--- config.mk ---
export PLATFORM = sky130hd
export DESIGN_NAME = arm_shift_pipe
export DESIGN_NICKNAME = d
export VERILOG_FILES = /design/src/rtl/arm_shift_pipe.sv
export SDC_FILE = /design/constraint.sdc
export NUM_CORES = 1
export LEC_CHECK = 0
export ABC_CLOCK_PERIOD_IN_PS = 11800
export CAP_MARGIN = 20
export CORE_MARGIN = 8
export CORE_UTILIZATION = 30
export CTS_CLUSTER_SIZE = 28
export DETAILED_ROUTE_END_ITERATION = 10
export PLACE_DENSITY = 0.46
export SETUP_SLACK_MARGIN = 0.02
export SYNTH_ARGS = -nofsm -noshare
export SYNTH_HDL_FRONTEND = slang
export SYNTH_SLANG_ARGS = --single-unit
--- constraint.sdc ---
create_clock -name clk -period 11.8 [get_ports clk]
set_input_delay 2.95 -clock clk [delete_from_list [all_inputs] [get_ports clk]]
set_output_delay 2.95 -clock clk [all_outputs]
set_load 0.02 [all_outputs]
--- src/rtl/arm_shift_pipe.sv ---
// Pipelined ARM barrel shifter: a decode register followed by PIPE_STAGES rank stages.
// Optional flag outputs (zero_out, neg_out) are enabled with ARM_SHIFT_PIPE_FLAGS_EN.
module arm_shift_pipe #(
    parameter int DATA_WIDTH   = 32,
    parameter int AMOUNT_WIDTH = 8,
    parameter int PIPE_STAGES  = 2
) (
    input  logic                    clk,
    input  logic                    rst,
    input  logic                    in_valid,
    output logic                    in_ready,
    input  logic                    imm_mode,
    input  logic [1:0]              shift_op,
    input  logic [DATA_WIDTH-1:0]   shift_in,
    input  logic [AMOUNT_WIDTH-1:0] shift_amount,
    input  logic                    carry_in,
    output logic                    out_valid,
    input  logic                    out_ready,
    output logic [DATA_WIDTH-1:0]   shift_out,
    output logic                    carry_out
`ifdef ARM_SHIFT_PIPE_FLAGS_EN
    ,
    output logic                    zero_out,
    output logic                    neg_out
`endif
);

    localparam int W   = DATA_WIDTH;
    localparam int R   = $clog2(W);
    localparam int RPS = (R + PIPE_STAGES - 1) / PIPE_STAGES;

    localparam logic [1:0] OP_LSL = 2'b00;
    localparam logic [1:0] OP_LSR = 2'b01;
    localparam logic [1:0] OP_ASR = 2'b10;

    logic                           w_adv;
    logic [R-1:0]                   w_k;
    logic [R-1:0]                   w_idx_l;
    logic [R-1:0]                   w_idx_r;
    logic                           w_a_lt;
    logic                           w_a_eq;
    logic                           w_plain;
    logic [W-1:0]                   w_dec_data;
    logic [R-1:0]                   w_dec_amt;
    logic                           w_dec_carry;
    logic [PIPE_STAGES-1:0][W-1:0]  w_data_nxt;

    logic [PIPE_STAGES:0]           r_vld;
    logic [PIPE_STAGES:0][W-1:0]    r_data;
    logic [PIPE_STAGES:0]           r_carry;
    logic [PIPE_STAGES-1:0][R-1:0]  r_amt;
    logic [PIPE_STAGES-1:0][1:0]    r_op;

    function automatic logic [W-1:0] f_rank(input logic [W-1:0] d, input logic [1:0] op,
                                            input int sh);
        logic [W-1:0] res;
        case (op)
            OP_LSL:  res = d << sh;
            OP_LSR:  res = d >> sh;
            OP_ASR:  res = $unsigned($signed(d) >>> sh);
            default: res = (d >> sh) | (d << (W - sh));
        endcase
        return res;
    endfunction

    assign w_adv     = out_ready || !out_valid;
    assign in_ready  = w_adv && !rst;
    assign out_valid = r_vld[PIPE_STAGES];
    assign shift_out = r_data[PIPE_STAGES];
    assign carry_out = r_carry[PIPE_STAGES];

    assign w_k     = shift_amount[R-1:0];
    assign w_idx_l = R'(0) - w_k;
    assign w_idx_r = w_k - R'(1);
    assign w_a_lt  = shift_amount < AMOUNT_WIDTH'(W);
    assign w_a_eq  = shift_amount == AMOUNT_WIDTH'(W);

    // Special cases are folded into the operand here, so the ranks only ever see a plain shift.
    always_comb begin
        w_dec_data  = shift_in;
        w_dec_amt   = '0;
        w_dec_carry = carry_in;
        w_plain     = 1'b0;
        if (imm_mode) begin
            if (w_k != '0) begin
                w_plain = 1'b1;
            end else begin
                case (shift_op)
                    OP_LSL: begin
                        w_dec_data = shift_in;
                    end
                    OP_LSR: begin
                        w_dec_data  = '0;
                        w_dec_carry = shift_in[W-1];
                    end
                    OP_ASR: begin
                        w_dec_data  = {W{shift_in[W-1]}};
                        w_dec_carry = shift_in[W-1];
                    end
                    default: begin
                        w_dec_data  = {carry_in, shift_in[W-1:1]};
                        w_dec_carry = shift_in[0];
                    end
                endcase
            end
        end else if (shift_amount != '0) begin
            if (shift_op == 2'b11) begin
                if (w_k != '0) w_plain = 1'b1;
                else           w_dec_carry = shift_in[W-1];
            end else if (w_a_lt) begin
                w_plain = 1'b1;
            end else begin
                case (shift_op)
                    OP_LSL: begin
                        w_dec_data  = '0;
                        w_dec_carry = w_a_eq & shift_in[0];
                    end
                    OP_LSR: begin
                        w_dec_data  = '0;
                        w_dec_carry = w_a_eq & shift_in[W-1];
                    end
                    default: begin
                        w_dec_data  = {W{shift_in[W-1]}};
                        w_dec_carry = shift_in[W-1];
                    end
                endcase
            end
        end
        if (w_plain) begin
            w_dec_amt   = w_k;
            w_dec_carry = (shift_op == OP_LSL) ? shift_in[w_idx_l] : shift_in[w_idx_r];
        end
    end

    // Stage s applies ranks s*RPS .. s*RPS+RPS-1, LSB ranks first.
    always_comb begin
        for (int s = 0; s < PIPE_STAGES; s++) begin
            w_data_nxt[s] = r_data[s];
            for (int i = 0; i < R; i++) begin
                if ((i / RPS) == s && r_amt[s][i])
                    w_data_nxt[s] = f_rank(w_data_nxt[s], r_op[s], 1 << i);
            end
        end
    end

    always_ff @(posedge clk or posedge rst) begin
        if (rst) begin
            r_vld   <= '0;
            r_data  <= '0;
            r_carry <= '0;
            r_amt   <= '0;
            r_op    <= '0;
        end else if (w_adv) begin
            r_vld      <= {r_vld[PIPE_STAGES-1:0], in_valid};
            r_data[0]  <= w_dec_data;
            r_carry[0] <= w_dec_carry;
            r_amt[0]   <= w_dec_amt;
            r_op[0]    <= shift_op;
            for (int s = 0; s < PIPE_STAGES; s++) begin
                r_data[s+1]  <= w_data_nxt[s];
                r_carry[s+1] <= r_carry[s];
            end
            for (int s = 1; s < PIPE_STAGES; s++) begin
                r_amt[s] <= r_amt[s-1];
                r_op[s]  <= r_op[s-1];
            end
        end
    end

`ifdef ARM_SHIFT_PIPE_FLAGS_EN
    logic r_zero;
    logic r_neg;

    always_ff @(posedge clk or posedge rst) begin
        if (rst) begin
            r_zero <= 1'b0;
            r_neg  <= 1'b0;
        end else if (w_adv) begin
            r_zero <= (w_data_nxt[PIPE_STAGES-1] == '0);
            r_neg  <= w_data_nxt[PIPE_STAGES-1][W-1];
        end
    end

    assign zero_out = r_zero;
    assign neg_out  = r_neg;
`endif

endmodule

==> metrics.csv, run 1 <==
metric;value;unit
DRT iter0 DRCs;679;
grt ovf;0;
worst-path cell chain;clkdlybuf4s50_1 -> nor2b_4 -> nor2_1 -> clkdlybuf4s50_1;
Post-Syn Area;9530;um2
# port buffers;82;
number of logic gates;903;
Complex Gates by Area;32.6;%
final hold slack;458;ps
number of flip-flops in the largest register;64;
Seq pwr share;30.4;%
total power;2.61;mW
logic share of the area;54.0;%
reg2reg end;r_data[59];
Total Wirelength;32100;um
initial antenna violation count;0;
flop count;113;
Worst-Margin Slew;1090;ps
Syn. warnings;0;
Multiplexer share;11.7;%
ys flop type;dfrtp_1;
GRT Util Overall;16.9;%
CP max stage delay;740;ps
Period Utilization, post-route;65.7;%
switching share of power;45.5;%
total net switching power;1.19;mW
H-tree depth;4;
nonclk buf count;107;
layout cells sized above 1;12.1;%
routed length per instance;20.4;um
Crit. Startpoint;out_ready;
Most flops, register;r_data;
Crit path buffers/inverters;2;
Async SR Flop Fraction;100;%
Setup Buffers After CTS;0;
largest net degree at the start of global routing;109;
Logic pwr share;49.9;%
Max Fclk;129;MHz
Pre-antenna DRT Iters;6;
Clk Latency, worst-skew pair;430;ps
DP Worst Slack;4010;ps
YS chip area;9530;um2
Pint;1.42;mW
post-route ant nets;0;
die height;194;um
R2R setup slack;8250;ps
clk sinks;113;
Detailed Place HPWL;22100;um
outcome;finished clean;
adder-cell share of the synthesized area;0.788;%
grt met3 use;3.07;%
CTS tree;done;
Post-synth EDFFs;0;
Num CTS Buffers;17;
crit path max fanout;51;
met2 Resource Use GR;26.5;%
Worst Skew;8.79;ps
Placed Instance Area;10300;um2
comb area leader;AND-OR/OR-AND gates;
Power Density;238;nW/um2
Worst Path Arrival;4810;ps
Layout non-clock buf frac;9.72;%
synthesized area per cell;8.05;um2
clock slew at reported path FFs;60;ps
Die W;194;um
via count;9007;
global route hottest layer;met2;
P_leak;4.26;nW
setup TNS;0;ps
run 1: logic make-up after synthesis:
kind of cell | Yosys count
and+or+nand+nor | 344
buffers and inverters | 168
xor gates and xnor gates | 4
DFF | 113
muxes | 65
adders and majority gates | 6
AOI/OAI and AO/OA | 484
run 1: how the worst min path moves through the flow:
stage | endpoint | start | slack (ps)
2_1_floorplan | r_vld[1] | r_vld[1] | 430
3_3_place_gp | r_vld[1] | r_vld[1] | 440
3_5_place_dp | r_vld[1] | r_vld[1] | 450
4_1_cts | r_vld[1] | r_vld[1] | 460
5_1_grt | r_carry[2] | r_carry[2] | 490
6_report | r_vld[1] | r_vld[1] | 460
run 1: worst min-delay path: cells and delay by family, from the launching register on:
family	cells	cell delay, ps
flip-flops	1	330
AND/OR/NAND/NOR	2	100
run 1: routing by layer:
metal	part of all wire, %	vias to the layer above
met5	0	-
met1	47	4405
met3	4.1	36
met4	1.6	0
li1	-	4329
met2	47	237
run 1: synth_stat cells (all sizes together), types with 9 or more instances:
library cell / n / area (um2)
inv: 14 / 52.6
or3b: 25 / 219
dfrtp: 113 / 2830
a21o: 32 / 240
nor2: 113 / 424
a21oi: 139 / 699
buf: 54 / 367
mux4: 37 / 833
o221ai: 34 / 298
mux2i: 25 / 250
nand2: 139 / 522
o22ai: 11 / 68.8
a311oi: 22 / 193
nor3: 9 / 45.0
a211oi: 42 / 320
nand2b: 23 / 144
a31oi: 24 / 150
o21ai: 110 / 551
clkbuf: 99 / 372
run 1: power by group through the flow:
stage | Clock, mW | Combinational, mW | Sequential, mW
floorplan | 0 | 1.04 | 0.668
global placement | 0 | 1.29 | 0.796
detailed placement | 0 | 1.30 | 0.799
CTS | 0.529 | 1.30 | 0.793
global route | 0.545 | 1.45 | 0.827
finish | 0.512 | 1.30 | 0.793
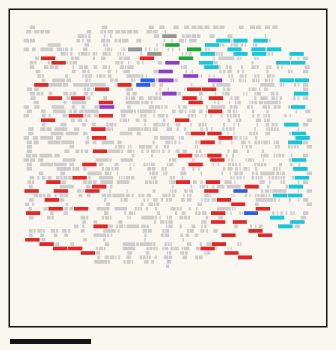
Figure 1: run 1, sequential cells coloured by netlist name.
The bar under the picture is 50 um long. Other sequential cells in the stronger grey, the rest of the logic in the fainter grey.
- `r_vld`: green (flops 3)
- `r_op`: blue (flops 4)
- `r_amt`: purple (flops 7; where top centre)
- `r_data`: red (flops 64)
- `shift_out`: cyan (flops 32)
Core Util, Final: 34.9%
register area: 2830 um2
P_seq: 0.793 mW
fraction of area in registers: 25.8%

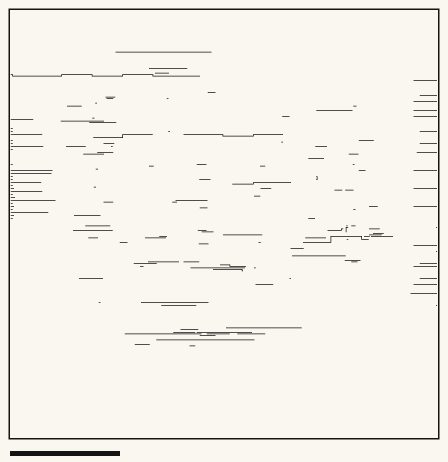
Figure 2: run 1, met3 routing.
The bar under the picture is 50 um long.
- share of all routed wire: 4.1%
- main direction: horizontal
- nets with wire on the layer: 109

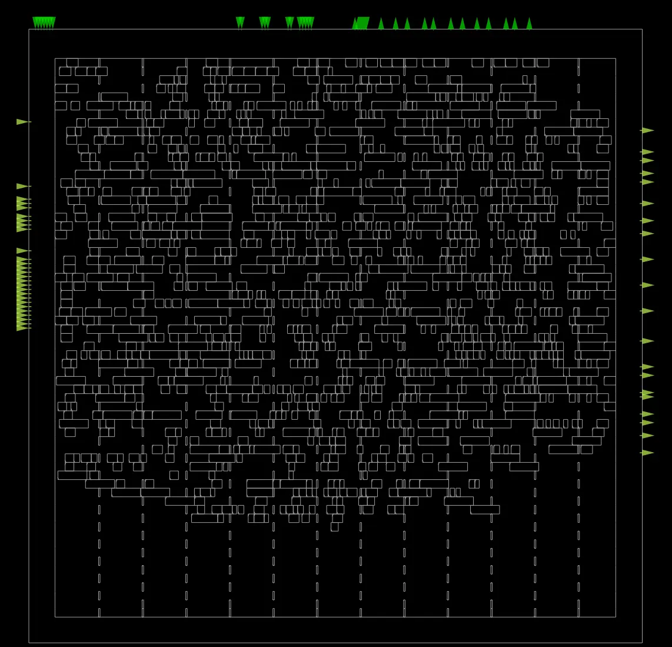
Figure 3: run 1, placed standard cells.
Layout fillers: 3281
Site Rows: 65
Well Taps: 402

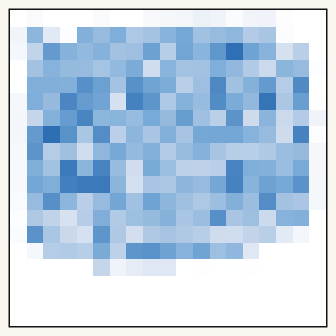
Figure 4: run 1, cell area per tile.
The die is cut into 19 by 19 equal tiles; white is low, dark blue is high, 0 to 100% covered.
- fullest tile: 75%
- mean over tiles: 28%
- emptiest ninth of the die: lower right

==> run 2: changes to the inputs <==
--- a/config.mk
+++ b/config.mk
@@ -5,13 +5,13 @@
 export SDC_FILE = /design/constraint.sdc
 export NUM_CORES = 1
 export LEC_CHECK = 0
-export ABC_CLOCK_PERIOD_IN_PS = 11800
+export ABC_CLOCK_PERIOD_IN_PS = 6300
 export CAP_MARGIN = 20
 export CORE_MARGIN = 8
 export CORE_UTILIZATION = 30
 export CTS_CLUSTER_SIZE = 28
 export DETAILED_ROUTE_END_ITERATION = 10
-export PLACE_DENSITY = 0.46
+export PLACE_DENSITY = 0.48
 export SETUP_SLACK_MARGIN = 0.02
 export SYNTH_ARGS = -nofsm -noshare
 export SYNTH_HDL_FRONTEND = slang
==> constraint.sdc (replaced) <==
create_clock -name clk -period 6.3 [get_ports clk]
set_input_delay 1.575 -clock clk [delete_from_list [all_inputs] [get_ports clk]]
set_output_delay 1.575 -clock clk [all_outputs]
set_load 0.02 [all_outputs]
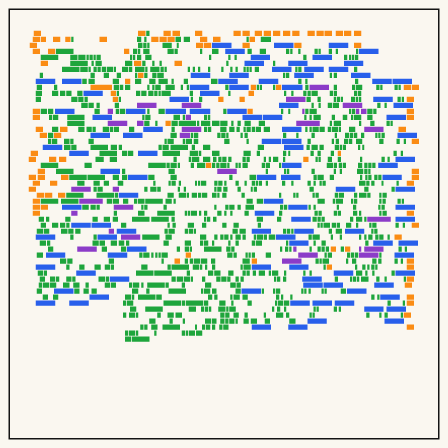
Figure 5: run 2, cells coloured by class.
- other buffers and delay cells: orange (cells 107; share of their area 9.8%)
- flip-flops: blue (cells 113; share of their area 27%)
- clock drivers and dummy loads: purple (cells 32; share of their area 5.8%)
- all other logic: green (cells 918; share of their area 57%)
Core Util, Final: 34.9%
core footprint: 31400 um2
fraction of area in registers: 25.9%
cell area after layout: 10900 um2

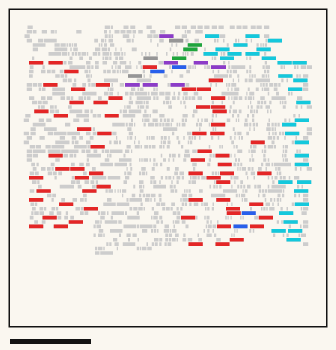
Figure 6: run 2, sequential cells coloured by netlist name.
The bar under the picture is 50 um long. Other sequential cells in the stronger grey, the rest of the logic in the fainter grey.
- `r_vld`: green (flops 3)
- `shift_out`: cyan (flops 32)
- `r_data`: red (flops 64)
- `r_op`: blue (flops 4)
- `r_amt`: purple (flops 7; where top centre)
- not coloured: 3
P_seq: 1.48 mW

==> metrics.csv, run 2 <==
metric;value;unit;change
outcome;finished clean;;unchanged
chip area;37700;um2;unchanged
DRT iter0 DRCs;742;;was 679
CTS tree;done;;unchanged
Async SR Flop Fraction;100;%;unchanged
crit path max fanout;2;;was 51
max-cap violations;0;;unchanged
post-route minimum period;4410;ps;
Max Fclk;227;MHz;
drc violations;0;;unchanged
Setup Buffers After CTS;0;;unchanged
Hold Path Stages;2;;unchanged
most frequent cells in the layout;nand2_1, a21oi_1, nor2_1;;unchanged
Total Wirelength;32300;um;was 32100 um
post-synth top area cell;dfrtp_1;;unchanged
YS chip area;9530;um2;unchanged
Diodes inserted;0;;unchanged
yosys cell count;1184;;unchanged
Basic Gates by Area;16.5;%;unchanged
worst min path class;flip-flop to flip-flop;;unchanged
Complex Gates by Area;32.6;%;unchanged
via/cell ratio;5.75;;was 5.73
Commonest Layout Cell;nand2_1;;unchanged
Post-synth top cells;nand2_1, a21oi_1, dfrtp_1, nor2_1, o21ai_0;;unchanged
Detailed Place HPWL;22100;um;about the same
Clk Latency, worst-skew pair;430;ps;about the same
GRT Util Overall;16.8;%;was 16.9%
P_leak;4.25;nW;was 4.26 nW
Layout fillers;3304;;was 3281
Syn. warnings;0;;unchanged
Area Growth Syn to Fin;14.9;%;was 15.1%
Num CTS Buffers;17;;unchanged
layout cells sized above 1;11.9;%;was 12.1%
largest net degree at the start of global routing;83;;was 109
first-pass GRT wire length;51600;um;was 52000 um
Multiplexer share;11.7;%;unchanged
via count;9038;;was 9007
RD Place Congestion;0.845;;was 0.826
Fin. Hold Viols;0;;unchanged
initial antenna violation count;0;;unchanged
vias in the first global route;8599;;was 8646
clock slew at reported path FFs;60;ps;about the same
Log Warnings;29;;was 30
# port buffers;82;;unchanged
Worst EP required;4720;ps;was 8850 ps
Mapped Nets;1238;;unchanged
Site Rows;65;;unchanged
VDD IR max;0.190;mV;was 0.101 mV
startpoint types;primary input;;unchanged
clk sinks;113;;unchanged
grt ovf;0;;unchanged
total power;4.93;mW;was 2.61 mW
number of flip-flops in the largest register;64;;unchanged
ys flop type;dfrtp_1;;unchanged
Die W;194;um;unchanged
Post-synth EDFFs;0;;unchanged
cell with the most instances after synthesis;nand2_1;;unchanged
clk root buf;clkbuf_16;;unchanged
yosys xor share;0.368;%;unchanged
die height;194;um;unchanged
critical path type;primary input to output pin;;unchanged
Slew Limit Fails;0;;unchanged
top cells by area;dfrtp_1, mux4_2, a21oi_1, o21ai_0, nand2_1;;unchanged
comb area leader;AND-OR/OR-AND gates;;unchanged
Power Density;450;nW/um2;was 238 nW/um2
synthesized area per cell;8.05;um2;unchanged
Worst Path Arrival;2840;ps;was 4810 ps
H-tree depth;4;;unchanged
final setup violation count;0;;unchanged
IO Pins;83;;unchanged
Max-area cell share;29.7;%;unchanged
Period Utilization, post-route;70.1;%;
post-route ant nets;0;;unchanged
Worst Skew;10.2;ps;was 8.79 ps
routed length per instance;20.5;um;was 20.4 um
register area;2830;um2;unchanged
nets@finish;1211;;unchanged
setup TNS;0;ps;unchanged
CTS Hold Buffers Added;0;;unchanged
Pre-antenna DRT Iters;8;;was 6
Netlist cell types;64;;unchanged
Most flops, register;r_data;;unchanged
post-synthesis cell count;1184;;unchanged
PostCTS Resize Cnt;0;;unchanged
Worst-Margin Slew;1060;ps;was 1090 ps
adder-cell share of the synthesized area;0.788;%;unchanged
Post-Syn Area;9530;um2;unchanged
RSZ-0062 raised after global routing;false;;unchanged
CTS max path bufs;2;;unchanged
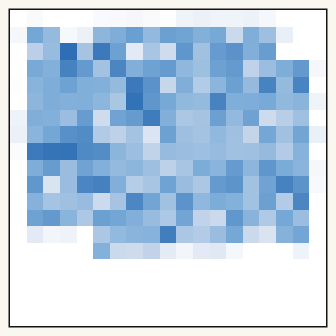
Figure 7: run 2, cell area per tile.
The die is cut into 19 by 19 equal tiles; white is low, dark blue is high, 0 to 100% covered.
- emptiest ninth of the die: lower left
- fullest tile: 75%
- nearly empty tiles: 32%
FP Util: 30.4%

==> run 2: cell counts after synthesis <==
Identical to the previous run, type by type.
==> run 2: area by class of cell <==
type / count / share of cell area (%)
Tap cell: 402 / 4.59
Inverter: 15 / 0.537
Multi-Input combinational cell: 903 / 54.1
Timing Repair Buffer: 107 / 9.37
Clock buffer: 20 / 4.08
Sequential cell: 113 / 25.9
Clock inverter: 12 / 1.43
==> run 2: per-stage QoR <==
stage | instance area [um2] | cells | hold slack (ps) | utilization [%] | worst slack, ps
final | 10900 | 1572 | 457 | 34.9 | 1890
after global routing | 10900 | 1572 | 491 | 34.9 | 1860
after CTS | 10900 | 1570 | 462 | 34.8 | 1850
after detailed placement | 10300 | 1538 | 448 | 32.9 | 1400
after global placement | 10300 | 1538 | 445 | 32.9 | 1420
after floorplan | 9530 | 1184 | 430 | - | 1740
==> run 2: where the power goes <==
part	internal (mW)	leakage (nW)	switching (mW)
logic	1.05	2.62	1.40
clock network	0.632	0.283	0.370
registers	1.03	1.35	0.455
total	2.70	4.25	2.22
==> run 2: critical path, cell delays in order <==
cell             delay (ps)
clkdlybuf4s50_1         510
nor2b_4                  50
nor2_1                   90
clkdlybuf4s50_1         610
==> run 2: worst paths after layout <==
check / startpoint / endpoint / slack, ps
worst max-delay path: out_ready / in_ready / 1890
worst min-delay path: r_vld[1] / r_vld[1] / 460
worst max register to register: r_op[0] / r_data[48] / 2670
worst min register to register: r_vld[1] / r_vld[1] / 460
max in group asynchronous: rst / r_amt[1] / 3420
min in group asynchronous: rst / r_carry[2] / 1730
==> run 2: metal layers <==
layer / vias up / global-route usage (%) / wire length [um]
met3: 42 / 3.07 / 1360
met1: 4415 / 23.0 / 15200
met5: - / 0 / 0
met4: 0 / 4.87 / 658
li1: 4339 / - / -
met2: 242 / 26.7 / 15000
==> run 3: changes to the inputs <==
--- a/config.mk
+++ b/config.mk
@@ -5,13 +5,13 @@
 export SDC_FILE = /design/constraint.sdc
 export NUM_CORES = 1
 export LEC_CHECK = 0
-export ABC_CLOCK_PERIOD_IN_PS = 6300
+export ABC_CLOCK_PERIOD_IN_PS = 4200
 export CAP_MARGIN = 20
 export CORE_MARGIN = 8
 export CORE_UTILIZATION = 30
 export CTS_CLUSTER_SIZE = 28
 export DETAILED_ROUTE_END_ITERATION = 10
-export PLACE_DENSITY = 0.48
+export PLACE_DENSITY = 0.46
 export SETUP_SLACK_MARGIN = 0.02
 export SYNTH_ARGS = -nofsm -noshare
 export SYNTH_HDL_FRONTEND = slang
==> constraint.sdc (replaced) <==
create_clock -name clk -period 4.2 [get_ports clk]
set_input_delay 1.05 -clock clk [delete_from_list [all_inputs] [get_ports clk]]
set_output_delay 1.05 -clock clk [all_outputs]
set_load 0.02 [all_outputs]
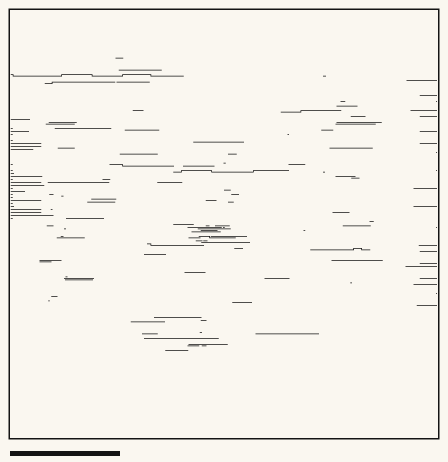
Figure 8: run 3, met3 routing.
The bar under the picture is 50 um long.
- wire length on this layer: 1390 um
- share of all routed wire: 4.3%
grt met3 use: 2.93%
via count: 9136
Total Wirelength: 32100 um

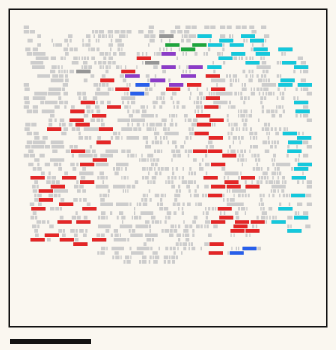
Figure 9: run 3, sequential cells coloured by netlist name.
The bar under the picture is 50 um long. Other sequential cells in the stronger grey, the rest of the logic in the fainter grey.
- `r_amt`: purple (flops 7; where top centre)
- `r_data`: red (flops 64)
- `r_vld`: green (flops 3)
- `r_op`: blue (flops 4)
- `shift_out`: cyan (flops 32)
Core Util, Final: 35.0%
fraction of area in registers: 25.8%
P_seq: 2.23 mW

==> metrics.csv, run 3 <==
metric;value;unit;change
nets@finish;1220;;was 1211
post-route ant nets;0;;unchanged
Crit path max-delay family;buffers and inverters;;unchanged
Commonest Layout Cell;nand2_1;;unchanged
top cells by area;dfrtp_1, mux4_2, a21oi_1, o21ai_0, nand2_1;;unchanged
CP max stage delay;610;ps;about the same
Worst-Margin Slew;1090;ps;was 1060 ps
Worst setup EP type;output pin;;unchanged
DR WL met3;1390;um;was 1360 um
post-synthesis cell count;1184;;unchanged
layout cells sized above 1;12.6;%;was 11.9%
total power;7.34;mW;was 4.93 mW
Worst Skew;9.76;ps;was 10.2 ps
worst-path cell chain;clkdlybuf4s50_1 -> nor2b_4 -> nor2_1 -> clkdlybuf4s50_1;;unchanged
initial antenna violation count;0;;unchanged
most frequent cells in the layout;nand2_1, a21oi_1, nor2_1;;unchanged
via/cell ratio;5.78;;was 5.75
CTS max path bufs;2;;unchanged
register area;2830;um2;unchanged
vias in the first global route;8637;;was 8599
CTS tree;done;;unchanged
drc violations;0;;unchanged
Most flops, register;r_data;;unchanged
final setup violation count;0;;unchanged
H-tree depth;4;;unchanged
largest net degree at the start of global routing;93;;was 83
Diodes inserted;0;;unchanged
Gate Area;5930;um2;unchanged
Crit path buffers/inverters;2;;unchanged
crit path max fanout;2;;unchanged
setup TNS;0;ps;unchanged
Async SR Flop Fraction;100;%;unchanged
Netlist cell types;64;;unchanged
Detailed Place HPWL;22800;um;was 22100 um
Top Metal Used;met4;;unchanged
post-synth top area cell;dfrtp_1;;unchanged
cell with the most instances after synthesis;nand2_1;;unchanged
YS chip area;9530;um2;unchanged
Syn. warnings;0;;unchanged
clock slew at reported path FFs;60;ps;about the same
Setup Buffers After CTS;0;;unchanged
clk root buf;clkbuf_16;;unchanged
yosys cell count;1184;;unchanged
VDD IR max;0.313;mV;was 0.190 mV
Slew Limit Fails;0;;unchanged
Met1 Wirelength;15000;um;was 15200 um
startpoint types;primary input;;unchanged
Period Utilization, post-route;80.0;%;
Synth Seq Share;29.7;%;unchanged
DRT iter0 DRCs;789;;was 742
outcome;finished clean;;unchanged
Fin. Hold Viols;0;;unchanged
Area Growth Syn to Fin;15.3;%;was 14.9%
Worst EP required;3150;ps;was 4720 ps
post-route minimum period;3360;ps;
P_leak;4.28;nW;was 4.25 nW
Log Warnings;29;;unchanged
routed length per instance;20.3;um;was 20.5 um
slowest library cell on the worst path;clkdlybuf4s50_1;;unchanged
WL met2;15300;um;was 15000 um
DP Cell Count;1549;;was 1538
synthesized area per cell;8.05;um2;unchanged
chip area;37700;um2;unchanged
IO Pins;83;;unchanged
Post-synth top cells;nand2_1, a21oi_1, dfrtp_1, nor2_1, o21ai_0;;unchanged
most used cell, CP;clkdlybuf4s50_1;;unchanged
FP Util;30.4;%;unchanged
max-cap violations;0;;unchanged
Die W;194;um;unchanged
RD Place Congestion;0.821;;was 0.845
final hold slack;454;ps;was 457 ps
Worst Path Arrival;2310;ps;was 2840 ps
PostCTS Resize Cnt;0;;unchanged
Mapped Nets;1238;;unchanged
met2 Resource Use GR;27.3;%;was 26.7%
GR Layer Usage met1;23.1;%;was 23.0%
Max-area cell share;29.7;%;unchanged
flops & latches, synth;113;;unchanged
Num CTS Buffers;17;;unchanged
Post-Syn Area;9530;um2;unchanged
Clk Latency, worst-skew pair;420;ps;was 430 ps
first-pass GRT wire length;52000;um;was 51600 um
core footprint;31400;um2;unchanged
Site Rows;65;;unchanged
Post-synth EDFFs;0;;unchanged
# port buffers;82;;unchanged
ys flop type;dfrtp_1;;unchanged
Pre-antenna DRT Iters;6;;was 8
RSZ-0062 raised after global routing;false;;unchanged
die height;194;um;unchanged
Power Density;667;nW/um2;was 450 nW/um2
grt ovf;0;;unchanged
global route hottest layer;met2;;unchanged
critical path type;primary input to output pin;;unchanged
clk sinks;113;;unchanged
GRT Util Overall;16.9;%;was 16.8%
max_slew headroom;27.3;%;was 29.5%
CTS Hold Buffers Added;0;;unchanged
Max Fclk;298;MHz;
number of flip-flops in the largest register;64;;unchanged
worst min path class;flip-flop to flip-flop;;unchanged
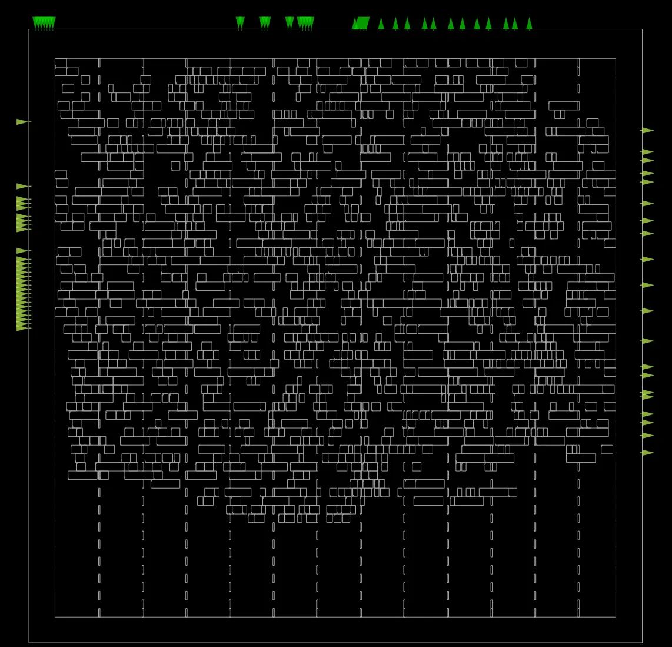
Figure 10: run 3, placed standard cells.
fin cells: 1581
flop count: 113
Layout fillers: 3337

[run 3: cell counts after synthesis]
Identical to the previous run, type by type.
[run 3: logic make-up after synthesis]
kind of cell,count (synthesis),share of synthesized area [%]
multiplexers,65,11.7
flip-flops,113,29.7
AND/OR/NAND/NOR,344,16.5
XOR/XNOR,4,0.368
adder cells (fa/ha/maj),6,0.788
AND-OR/OR-AND,484,32.6
buffers and inverters,168,8.34
[run 3: worst register-to-register path, delay by kind of cell, from the launching register on]
family                 cells  cell delay [ps]
and+or+nand+nor            2              680
AOI/OAI and AO/OA          2              590
DFF                        1              330
buffers and inverters      1              330
muxes                      2              640
[run 3: area by class of cell]
type	count	share of cell area, %
tap	402	4.58
sequential	113	25.8
timing repair buffer	116	9.90
multi-input combinational	903	53.9
clock buffer	18	3.90
clock inverter	14	1.41
inverter	15	0.535
[run 3: final timing paths]
path,startpoint,to,slack [ps],cells past startpoint
hold reg to reg,r_vld[1],r_vld[1],450,2
max in group asynchronous,rst,shift_out[24],2240,3
setup reg to reg,r_op[0],r_data[44],1500,7
hold / removal,r_vld[1],r_vld[1],450,2
min in group asynchronous,rst,shift_out[5],1100,2
setup / recovery,out_ready,in_ready,840,4
[run 3: through the flow]
step / setup slack (ps) / cell area (um2)
3_3_place_gp: 595 / 10400
3_5_place_dp: 613 / 10400
2_1_floorplan: 163 / 9530
4_1_cts: 823 / 11000
6_report: 841 / 11000
5_1_grt: 780 / 11000
[run 3: report_power, final]
part,switching [mW],leakage (nW),internal [mW]
clock network,0.568,0.282,0.880
logic,2.07,2.65,1.59
registers,0.695,1.35,1.54
total,3.33,4.28,4.01
Power figures rest on the tool's default switching activity, not on a simulated workload.
